--- src/rtl/rle_stream_encoder.sv ---
// Run-length encoder: pixel stream in, (value, run-length) pairs out, both valid/ready.
// Define RLE_TOLERANCE_EN for near-lossless matching within TOLERANCE.
module rle_stream_encoder #(
   parameter int unsigned PIXEL_W   = 8,
   parameter int unsigned COUNT_W   = 8,
   parameter int unsigned STAT_W    = 16,
   parameter int unsigned TOLERANCE = 0
) (
   input  logic               clk,
   input  logic               rst,
   input  logic               start,
   input  logic [PIXEL_W-1:0] pixel_in,
   input  logic               valid_in,
   input  logic               last_in,
   output logic               in_ready,
   output logic [PIXEL_W-1:0] data_out,
   output logic [COUNT_W-1:0] count_out,
   output logic               valid_out,
   input  logic               out_ready,
   output logic               last_out,
   output logic               busy,
   output logic               done,
   output logic [STAT_W-1:0]  original_count,
   output logic [STAT_W-1:0]  compressed_count
);

   localparam int unsigned DIFF_W = PIXEL_W + 1;

   typedef enum logic [1:0] {S_IDLE, S_RUN, S_FLUSH, S_DONE} state_t;

   state_t             state, state_nxt;
   logic [PIXEL_W-1:0] cur;
   logic [COUNT_W-1:0] run;
   logic               have_run;
   logic               final_loaded;
   logic               match;
   logic               accept;
   logic               extend;
   logic               load_pair;
   logic               load_final;
   logic               consume;

`ifdef RLE_TOLERANCE_EN
   logic [DIFF_W-1:0] diff;
   assign diff  = (pixel_in >= cur) ? DIFF_W'(pixel_in) - DIFF_W'(cur)
                                    : DIFF_W'(cur) - DIFF_W'(pixel_in);
   assign match = (diff <= DIFF_W'(TOLERANCE));
`else
   logic [DIFF_W-1:0] unused_tolerance;
   assign unused_tolerance = DIFF_W'(TOLERANCE);
   assign match = (pixel_in == cur);
`endif

   // Single output slot: accept a pixel only if any pair it produces has room.
   assign in_ready = (state == S_RUN) && (!valid_out || out_ready);
   assign consume  = valid_out && out_ready;

   always_ff @(posedge clk) begin
      if (rst) state <= S_IDLE;
      else     state <= state_nxt;
   end

   always_comb begin
      state_nxt  = state;
      accept     = 1'b0;
      extend     = 1'b0;
      load_pair  = 1'b0;
      load_final = 1'b0;
      case (state)
         S_IDLE: begin
            if (start) state_nxt = S_RUN;
         end
         S_RUN: begin
            accept = valid_in && in_ready;
            if (accept) begin
               if (have_run && match && (run != '1)) extend = 1'b1;
               else if (have_run)                    load_pair = 1'b1;
               if (last_in) state_nxt = S_FLUSH;
            end
         end
         S_FLUSH: begin
            if (!final_loaded && (!valid_out || out_ready)) load_final = 1'b1;
            else if (final_loaded && consume)               state_nxt  = S_DONE;
         end
         S_DONE: begin
            state_nxt = S_IDLE;
         end
         default: state_nxt = S_IDLE;
      endcase
   end

   // Run tracking, output slot and statistics.
   always_ff @(posedge clk) begin
      if (rst) begin
         cur              <= '0;
         run              <= '0;
         have_run         <= 1'b0;
         final_loaded     <= 1'b0;
         data_out         <= '0;
         count_out        <= '0;
         valid_out        <= 1'b0;
         last_out         <= 1'b0;
         busy             <= 1'b0;
         done             <= 1'b0;
         original_count   <= '0;
         compressed_count <= '0;
      end else begin
         busy <= (state_nxt == S_RUN) || (state_nxt == S_FLUSH);
         done <= (state_nxt == S_DONE);

         if ((state == S_IDLE) && start) begin
            run              <= '0;
            have_run         <= 1'b0;
            final_loaded     <= 1'b0;
            original_count   <= '0;
            compressed_count <= '0;
         end

         if (consume) begin
            valid_out <= 1'b0;
            last_out  <= 1'b0;
         end

         if (accept) begin
            if (original_count != '1) original_count <= original_count + STAT_W'(1);
            if (extend) begin
               run <= run + COUNT_W'(1);
            end else begin
               cur      <= pixel_in;
               run      <= COUNT_W'(1);
               have_run <= 1'b1;
            end
         end

         if (load_pair || load_final) begin
            data_out  <= cur;
            count_out <= run;
            valid_out <= 1'b1;
            last_out  <= load_final;
            if (compressed_count != '1) compressed_count <= compressed_count + STAT_W'(1);
         end

         if (load_final) final_loaded <= 1'b1;
      end
   end

endmodule
--- config.mk ---
export PLATFORM = sky130hd
export DESIGN_NAME = rle_stream_encoder
export DESIGN_NICKNAME = d
export VERILOG_FILES = /design/src/rtl/rle_stream_encoder.sv
export SDC_FILE = /design/constraint.sdc
export NUM_CORES = 1
export LEC_CHECK = 0
export ABC_AREA = 1
export CORE_ASPECT_RATIO = 0.8
export CORE_MARGIN = 1
export CORE_UTILIZATION = 53
export DETAILED_ROUTE_END_ITERATION = 8
export GPL_ROUTABILITY_DRIVEN = 0
export PLACE_DENSITY = 0.8
export RECOVER_POWER = 25
export SYNTH_ARGS = -nofsm -noshare
export SYNTH_HDL_FRONTEND = slang
export SYNTH_SLANG_ARGS = --single-unit
--- constraint.sdc ---
create_clock -name clk -period 4.1 [get_ports clk]
set_input_delay 0.41 -clock clk [delete_from_list [all_inputs] [get_ports clk]]
set_output_delay 0.41 -clock clk [all_outputs]
set_load 0.02 [all_outputs]
==> results_slide.txt, run 1 <==
Flow Results at a Glance

Cells and area
  – Inverters: 67
  – Layout cells sized above 1: 0.0502
  – Fin area: 4730 um2
  – ClkCell Share: 0.0418
  – Non-clk bufs: 68
  – Largest registers: compressed_count (16), original_count (16)

Setup path
  – CP startpoint kind: primary input
  – Setup crit end kind: flip-flop
  – Most frequent CP cell: nor2_1
  – Critical Path AT: 2.74 ns
  – Critical path's top delay family: simple AND/OR/NAND/NOR gates
  – Data required time of the worst path: 4.34 ns

Drt
  – Final antenna-violating net count: 0
  – DRC viols: 0

Global route
  – Vias in the first global route: 3644
  – Pin count of the biggest net entering global routing: 49

Final timing
  – Final max-slew violation count: 0
  – FMAX: 401 MHz
  – Setup violations, final: 0
  – Unrepaired setup endpoints after global routing: false

Clock network
  – Clock sinks: 72
  – Post-CTS setup buffers: 0
  – H-tree depth: 3
  – CTS max path bufs: 2
  – CTS Root Cell: clkbuf_8
  – CTS Buf Count: 9

Power
  – Internal: 1040 uW
  – Logic gate share of total power: 0.091
  – Power consumption: 1420 uW

Synth
  – Syn_nets: 613
  – Synth Seq Share: 0.372
  – Number of cells in Yosys stat: 595
  – Cells after synthesis: 595

Flow run
  – # Max-Cap Violations: 0

Run status
  – Outcome: completed
==> run 1: worst register-to-register path, delay by kind of cell (launching register included) <==
family	cells	cell delay, ns
adder cells (fa/ha/maj)	1	0.20
flip-flops	1	0.39
AND/OR/NAND/NOR	9	1.69
==> run 1: metal layers <==
| layer | up-vias | part of all wire |
|---|---|---|
| li1 | 2027 | - |
| met5 | - | 0 |
| met4 | 0 | 0.0080 |
| met1 | 1876 | 0.46 |
| met3 | 10 | 0.061 |
| met2 | 129 | 0.47 |
==> run 1: cell usage after synthesis (all sizes together) <==
| library cell | n |
|---|---|
| nand2 | 159 |
| nor2 | 75 |
| dfxtp | 72 |
| inv | 67 |
| nand3 | 62 |
| a21oi | 51 |
| o21ai | 37 |
| nor3 | 17 |
| buf | 11 |
| clkbuf | 11 |
| xor2 | 5 |
| ha | 4 |
| nand4 | 4 |
| or2 | 4 |
| a22oi | 2 |
| nand3b | 2 |
| xnor2 | 2 |
| a211oi | 1 |
| a21boi | 1 |
| a31oi | 1 |
| and2 | 1 |
| nor3b | 1 |
| nor4 | 1 |
| o211ai | 1 |
| o21a | 1 |
| o2bb2ai | 1 |
| o31ai | 1 |
==> run 1: cell families (layout without fill, tap and decap cells) <==
kind of cell,Yosys count,in the layout,share of synthesized area
AND-OR/OR-AND,97,97,0.132
XOR/XNOR,7,7,0.0158
adder cells (fa/ha/maj),4,4,0.0129
AND/OR/NAND/NOR,326,326,0.369
buffers and inverters,89,151,0.0979
flip-flops,72,72,0.372
==> run 1: path summary, 6_finish.rpt <==
path	slack, ns	to
worst max-delay path	1.60	valid_out
worst max register to register	1.70	compressed_count[12]
worst min-delay path	0.48	have_run
worst min register to register	0.48	have_run
==> run_1/final_placement.png <==
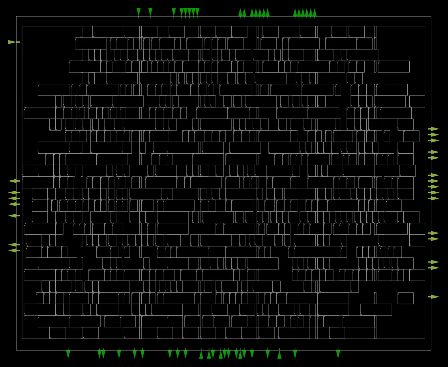
TAP cells: 87
fin util: 0.679
Finished Layout Cells: 744
flop count: 72
core footprint: 6960 um2

==> run_1/clock_map.png <==
Scale bar: 20 um.
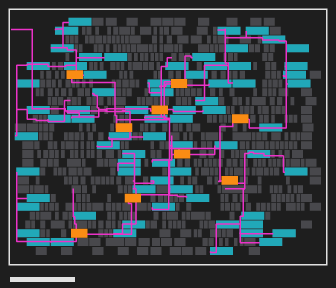
[cells driving clock nets] orange | count: 9
[clock wires] magenta | length: 871 um
[flip-flops] cyan | count: 72
flops lie: all over the die
routed clock nets: 10
Clock Power Share: 0.395
clk_skew: 0.0112 ns
Clk power: 559 uW
clk_lat worst skew: 0.35 ns

==> run_1/wire_density.png <==
20 x 16 tiles, from dark blue (low) to red (high), scaled to the fullest tile. Values are wire area over tile area, all layers added.
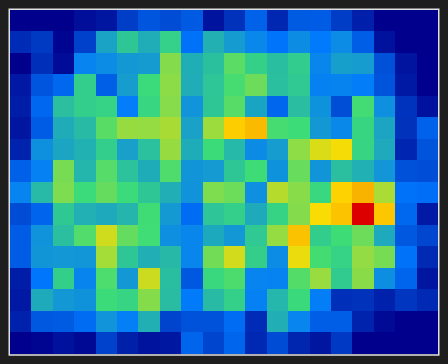
mean over tiles: 0.21
tiles over half the peak: 19%
emptiest ninth of the die: upper right
Avg WL per Cell: 13.3 um
DR vias: 4042
total track usage: 0.265
WL final: 9890 um

==> inputs of run 2 (changes only) <==
==> constraint.sdc (replaced) <==
create_clock -name clk -period 2.55 [get_ports clk]
set_input_delay 0.255 -clock clk [delete_from_list [all_inputs] [get_ports clk]]
set_output_delay 0.255 -clock clk [all_outputs]
set_load 0.02 [all_outputs]
==> run_2/clock_map.png <==
Scale bar: 20 um.
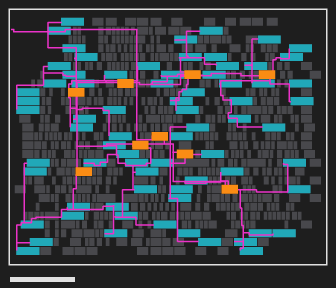
[flip-flops] cyan | count: 72
[cells driving clock nets] orange | count: 9
[clock wires] magenta | length: 875 um
routed clock nets: 10
flops lie: all over the die
clk_skew: 0.0102 ns
Clk power: 904 uW

==> run_2/drive_strength.png <==
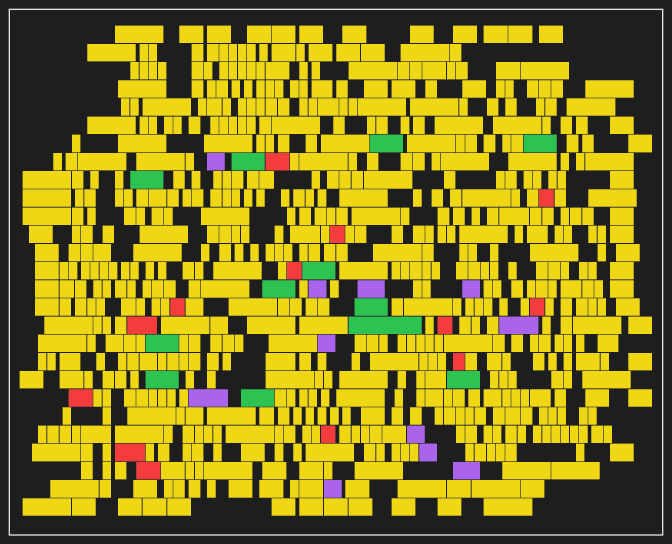
[drive 1 or less] yellow | cells: 624
[drive 2] red | cells: 13
[drive 3 to 4] purple | cells: 11
[drive 6 and up] green | cells: 12
fin area: 4760 um2
Area Growth Syn to Fin: 22.8%
worst setup margin: 0.504 ns

==> run 2 against run 1 <==
  * Total power rose by 62%
  * Sequential share of layout area fell by 0.19 points
  * Combinational power rose by 67%
  * Die size did not move
  * Count of clock-buffer cells in the layout rose by 1
  * Largest cell class unchanged
==> results_slide.txt, run 2 <==
Flow Results at a Glance

Flow run
  – # Max-Cap Violations: 0

Cells and area
  – Layout cells sized above 1: 0.0545
  – Largest registers: compressed_count (16), original_count (16)
  – Finished Layout Cells: 747

Synth
  – Synth Seq Share: 0.372
  – Top FF cell, synth: dfxtp_1
  – Cells after synthesis: 595
  – Yosys top cell by instances: nand2_1
  – Syn_nets: 613
  – Asr flop ratio synth: 0

Setup path
  – Data required time of the worst path: 2.77 ns
  – RR Endpoint: original_count[15]
  – Critical Path AT: 2.27 ns
  – Reg-to-reg setup timing slack: 0.50 ns

Clock network
  – CTS Root Cell: clkbuf_8
  – Post-CTS setup buffers: 0
  – Clk_lat worst skew: 0.35 ns

Global route
  – Vias in the first global route: 3697
  – Pin count of the biggest net entering global routing: 48

Power
  – Internal: 1720 uW

Run status
  – Outcome: completed

Drt
  – DR vias: 4043
  – DRC viols: 0
  – WL final: 10100 um
  – Final antenna-violating net count: 0
  – Highest Signal Layer: met4

Min path
  – Hold path endpoint: have_run
==> run_2/registers.png <==
Scale bar: 20 um. Other sequential cells in the stronger gray, the rest of the logic in the fainter gray.
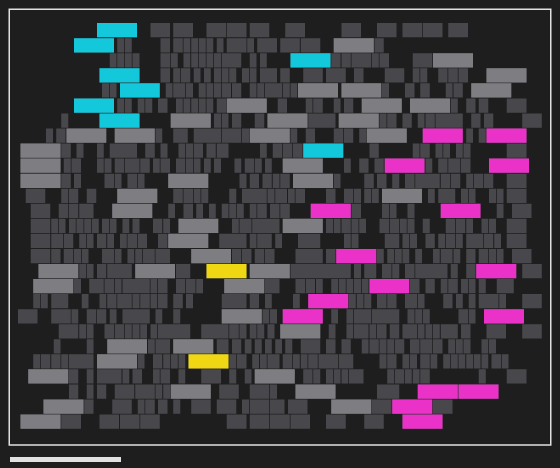
[compressed_count] magenta | flops: 16
[state] yellow | flops: 2
[cur] cyan | flops: 8
Seq power: 1170 uW
Seq/total area: 0.303
fin util: 0.684
register area: 1440 um2

-- run 2: cell counts after synthesis --
No cell type changed its count.
-- run 2: how the worst max path moves through the flow --
stage               slack [ns]               from  cells after the start                  to
floorplan                 0.78          valid_out                     11                busy
global placement          0.37          out_ready                      9   original_count[9]
detailed placement        0.31          out_ready                      8  original_count[15]
CTS                       0.54  original_count[0]                      8  original_count[15]
global route              0.29  original_count[0]                      8  original_count[15]
finish                    0.50  original_count[0]                      8  original_count[15]
-- run 2: layout make-up --
type | instances | share of cell area
multi-input combinational | 434 | 0.431
sequential | 72 | 0.303
timing repair buffer | 73 | 0.149
inverter | 67 | 0.0529
clock buffer | 11 | 0.0318
tap | 87 | 0.0229
clock inverter | 3 | 0.00894
-- run 2: through the flow --
step                utilization  hold WS [ns]
global route              0.684         0.508
floorplan                     -         0.422
finish                    0.684         0.471
CTS                       0.684         0.468
detailed placement        0.656         0.457
global placement          0.656         0.456
-- run 2: cells by family (layout without fill, tap and decap cells) --
group,count (synthesis),in the layout,synth area share
flops,72,72,0.372
simple gates,326,326,0.369
fa+ha+maj,4,4,0.0129
compound gates,97,97,0.132
xor+xnor,7,7,0.0158
buf+inv,89,154,0.0979
-- run 2: power by group through the flow --
stage                     sequential (uW)  combinational (uW)  clock [uW]
after global routing                 1170                 242         955
after detailed placement             1200                 215           0
after global placement               1200                 212           0
after floorplan                      1200                 132           0
final                                1170                 215         904
after CTS                            1170                 217         914
-- run 2: worst max-delay path, delay by kind of cell, from the launching register on --
kind | cells | cell delay, ns
adder cells (fa/ha/maj) | 1 | 0.23
flip-flops | 1 | 0.42
AND-OR/OR-AND | 1 | 0.15
AND/OR/NAND/NOR | 6 | 1.13
==> inputs of run 3 (changes only) <==
--- a/config.mk
+++ b/config.mk
@@ -8,10 +8,10 @@
 export ABC_AREA = 1
 export CORE_ASPECT_RATIO = 0.8
 export CORE_MARGIN = 1
-export CORE_UTILIZATION = 53
+export CORE_UTILIZATION = 48
 export DETAILED_ROUTE_END_ITERATION = 8
 export GPL_ROUTABILITY_DRIVEN = 0
-export PLACE_DENSITY = 0.8
+export PLACE_DENSITY = 0.76
 export RECOVER_POWER = 25
 export SYNTH_ARGS = -nofsm -noshare
 export SYNTH_HDL_FRONTEND = slang
==> constraint.sdc (replaced) <==
create_clock -name clk -period 1.75 [get_ports clk]
set_input_delay 0.175 -clock clk [delete_from_list [all_inputs] [get_ports clk]]
set_output_delay 0.175 -clock clk [all_outputs]
set_load 0.02 [all_outputs]
==> run_3/registers.png <==
Scale bar: 20 um. Other sequential cells in the stronger gray, the rest of the logic in the fainter gray.
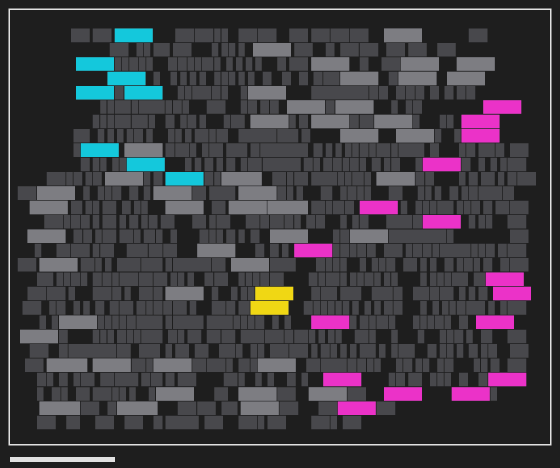
[compressed_count] magenta | flops: 16
[cur] cyan | flops: 8 | where: upper left
[state] yellow | flops: 2
Seq/total area: 0.272
fin util: 0.699
Seq power: 1700 uW
register area: 1450 um2

==> run_3/drive_strength.png <==
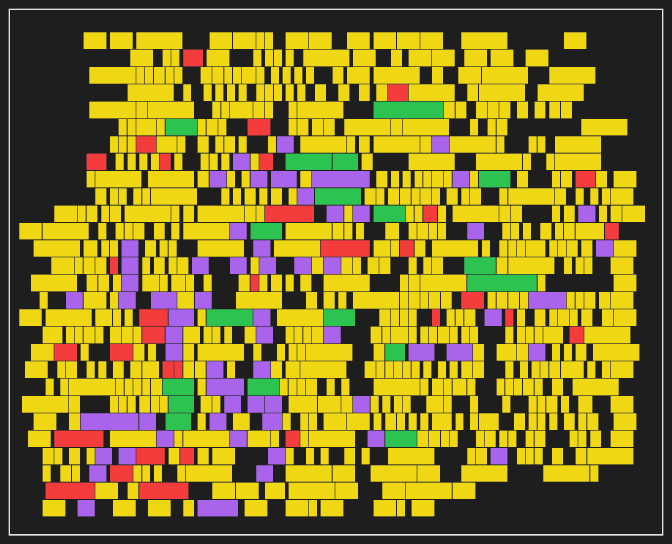
fin area: 5320 um2
Area Growth Syn to Fin: 37.3%
Non-clk bufs: 121

==> run 3 against run 2 <==
  * Design area increased by 12%
  * Via count up 5.6%
  * Non-clock buffer count is 48 higher
  * Setup slack got worse by 0.40 ns
  * Register-to-register slack lost 0.40 ns
  * Worst hold slack better by 0.011 ns
  * Total power grew 56%
  * Highest routed layer unchanged
  * Synthesized cell count is the same
  * Routed wire length is 9.6% higher
  * Sequential cell count is the same
  * Combinational power up 87%
==> results_slide.txt, run 3 <==
Flow Results at a Glance

Setup path
  – RR Endpoint: cur[3]
  – Worst path depth: 10
  – Critical Path AT: 1.90 ns
  – Critical path's top delay family: simple AND/OR/NAND/NOR gates
  – Reg-to-reg setup timing slack: 0.10 ns
  – CP startpoint kind: flip-flop
  – Crit path launch: run[1]
  – Data required time of the worst path: 2.01 ns
  – End of the critical path: cur[3]
  – WP buf/inv: 2

Die
  – Core footprint: 7600 um2

Clock network
  – CTS Root Cell: clkbuf_8
  – CTS max path bufs: 2
  – Clk_lat worst skew: 0.36 ns
  – TritonCTS clock tree: done
  – H-tree depth: 3
  – CTS Hold Bufs: 0
  – Clock sinks: 72
  – CTS Buf Count: 9

Synth
  – Number of cells in Yosys stat: 595
  – Asr flop ratio synth: 0
  – Yosys top cell by instances: nand2_1
  – Syn_nets: 613
  – EDFF count, synth: 0
  – Top FF cell, synth: dfxtp_1
  – Synth cell count leaders: 155 x nand2_1, 73 x nor2_1, 72 x dfxtp_1, 67 x inv_1, 60 x nand3_1
  – Synth Seq Share: 0.372
  – Cells after synthesis: 595

Min path
  – Worst min path class: flip-flop to flip-flop

Power
  – Worst VDD drop: 421 uV
  – Power consumption: 3570 uW

Drt
  – Final antenna-violating net count: 0
  – DRC viols: 0

Final timing
  – Worst setup margin: 0.104 ns
  – Min Hold Slack: 0.483 ns
  – Setup violations, final: 0
  – Final max-slew violation count: 0
  – Unrepaired setup endpoints after global routing: true
  – FMAX: 608 MHz

Run status
  – Outcome: completed

Cells and area
  – Finished Layout Cells: 815
  – Layout cells sized above 1: 0.156
  – Largest registers: compressed_count (16), original_count (16)

Flow run
  – # Max-Cap Violations: 0

Placed design
  – HPWL Detailed: 7950 um

Global route
  – Vias in the first global route: 4007
  – Pin count of the biggest net entering global routing: 34
==> run_3/wire_density.png <==
20 x 16 tiles, from dark blue (low) to red (high), scaled to the fullest tile. Values are wire area over tile area, all layers added.
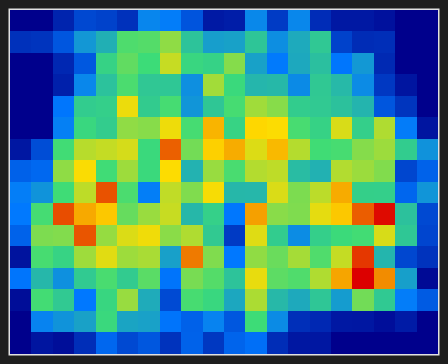
Avg WL per Cell: 13.6 um
WL final: 11100 um
total track usage: 0.278

==> run 3: what timing repair did <==
item	in CTS	in global routing
setup buffers	0	11
gates resized	6	39
endpoints found under the setup margin	8	63
gates cloned	1	0
pin swaps	2	11
endpoints found under the hold margin	0	0
==> run 3: logic make-up after synthesis <==
family / synth area share
compound gates: 0.132
fa+ha+maj: 0.0129
xor+xnor: 0.0158
simple gates: 0.369
flops: 0.372
buf+inv: 0.0979
==> run 3: layout make-up <==
| cell class | instances | area (um2) | share of cell area |
|---|---|---|---|
| Clock buffer | 9 | 124 | 0.0233 |
| Clock inverter | 7 | 95.1 | 0.0179 |
| Inverter | 67 | 251 | 0.0473 |
| Multi-Input combinational cell | 434 | 2150 | 0.404 |
| Sequential cell | 72 | 1450 | 0.272 |
| Tap cell | 105 | 131 | 0.0247 |
| Timing Repair Buffer | 121 | 1120 | 0.211 |
==> run 3: worst min-delay path by stage <==
stage	to	slack [ns]	cells after the start
global route	final_loaded	0.50	2
detailed placement	count_out[3]	0.48	2
CTS	state[1]	0.48	3
global placement	have_run	0.46	2
floorplan	cur[0]	0.34	2
finish	data_out[0]	0.48	2
==> run 3: worst register-to-register path, stage by stage, from the launching register on <==
cell and delay, ns:
dfxtp_2 0.36, ha_4 0.16, nand3_2 0.10, nor2_2 0.11
nand4_1 0.14, nand3_2 0.13, buf_4 0.11, nand2_1 0.06
buf_4 0.17, o21ai_1 0.14, nor2_1 0.05
==> run 3: routing by layer <==
layer  vias up  routed length [um]
met4         0                 195
met3        18                 610
met5         -                   0
met2       126                5310
met1      1979                4980
li1       2145                   -
==> run 3: where the power goes <==
part	switching, uW	internal [uW]
registers	28.9	1670
clock network	665	804
logic	231	170
Power and IR drop assume default switching activity.
